Design jtag_tap_ctrl_flat, sky130hd; sources not shown.
**Selected gate families**

(6 px per um)
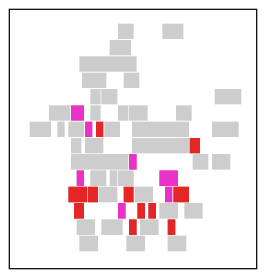
NAND gates: in magenta, cells 7, most used nand2_1. NOR gates: in red, cells 11, most used nor2_1.
multi-input combinational area share: 31.00%
fin cells: 73
most frequent standard cell in the layout excluding fill and tap cells: sky130_fd_sc_hd__dlygate4sd2_1

**Clock distribution**

(8 px per um)
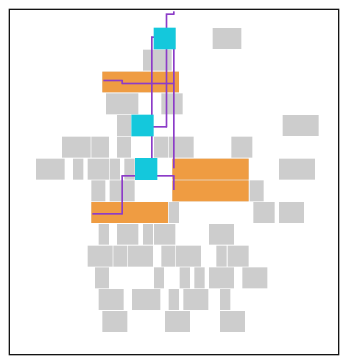
flip-flops: in orange, count 4. clock drivers: in cyan, count 3. clock wires: in purple, length 79.0 um.
There are 4 routed clock nets. Position of the flops: centre.
setup clock skew after layout: 0.0006851 ns
power consumed by the clock network: 0.118 mW
Clk Latency, worst-skew pair: 0.23 ns

==> reports/results.txt <==
result of the run: finished, final reports clean
top_reg_cell synth: sky130_fd_sc_hd__dfstp_2
Setup crit start kind: flop
CP Data Arrival Time: 1.45 ns
slew at the pin closest to its max-slew limit: 0.2228 ns
Reg2Reg Depth: 4
XORs/XNORs by Area: 0%
cells after synthesis: 36
Placement Setup Slack: 0.04469 ns
logic gate share of total power: 63.8%
CTS sink count: 4
Post-Place Cell Area: 485.5 um^2
mean instance size in the synthesized netlist: 8.029 um^2
Worst VDD drop: 0.6142 mV
number of distinct standard cells referenced by the synthesized netlist: 18
hold buffers post-CTS: 0
number of CTS-inserted buffers: 3
fraction of layout instances using a drive strength above 1: 26.32%
power density over the cells: 1880 nW/um^2
antenna violations before repair: 0
post-CTS setup buffers: 0
register-to-register setup slack: 0.36 ns
highest net fanout along the worst path: 10
largest net degree at the start of global routing: 11
core footprint: 1384 um^2
top comb family, area: simple AND/OR/NAND/NOR gates
EDFF count, synth: 0
flip-flop count of the largest register, all copies and words added: 4
wire length of the first global-routing pass: 1228 um
die extent in y: 43 um
routability congestion estimate from global placement: 0.8275
fraction of the mapped netlist area in compound gates: 16.02%
Seq pwr share: 23.7%
DR pass1 iterations: 3
Largest type area fraction: 36.36%
worst min-delay path category: in -> async
cell resize tally after clock tree synthesis: 10
master cell of the clock root buffer: sky130_fd_sc_hd__clkbuf_4
ratio of routed vias to standard cells: 4.493
Logic power comb: 0.601 mW
Final Worst Setup Slack: 0.08020 ns
Seq/Total Area, Yosys: 36.36%
Simple-Gate Area Share: 33.77%
width of the die: 41 um
Clk network pwr share: 12.5%
number of setup violations in the final report: 0
max-slew violations: 0
Yosys Instances: 36
vias: 328
Worst Hold Margin: 0.3627 ns
CTS H-Tree Depth: 1
Pint: 0.5586 mW
switching power of the nets: 0.3825 mW
mux contribution to synthesized area: 3.896%
Maximum Capacitance Violations: 0
highest attainable clock frequency: 0.6174 GHz
post-route design area: 500.5 um^2
netlist area before placement: 289.0 um^2
critical setup path kind: reg -> out
tool warnings: 26
RSZ-0062 raised after global routing: no
number of antenna diodes: 0
-- routing by layer --
| layer | routed length [um] | global-route usage, % | up-vias |
|---|---|---|---|
| met5 | 0 | - | - |
| met4 | 0 | 6.000 | 0 |
| met3 | 17 | 3.141 | 0 |
| met2 | 420 | 14.06 | 4 |
| met1 | 333 | 13.68 | 159 |
| li1 | - | - | 165 |
-- worst max-delay path, stage by stage (launching register included) --
cell                              delay (ns)
sky130_fd_sc_hd__dfstp_2                0.53
sky130_fd_sc_hd__buf_4                  0.15
sky130_fd_sc_hd__clkdlybuf4s50_1        0.54
-- final cells by class --
type	instances	area, um^2	share of cell area, %
timing repair buffer	21	190.2	38.00
clock buffer	3	22.52	4.500
tap	16	20.02	4.000
sequential	4	105.1	21.00
inverter	2	7.507	1.500
multi-input combinational	27	155.1	31.00
Power is estimated from default activity; no workload was simulated.
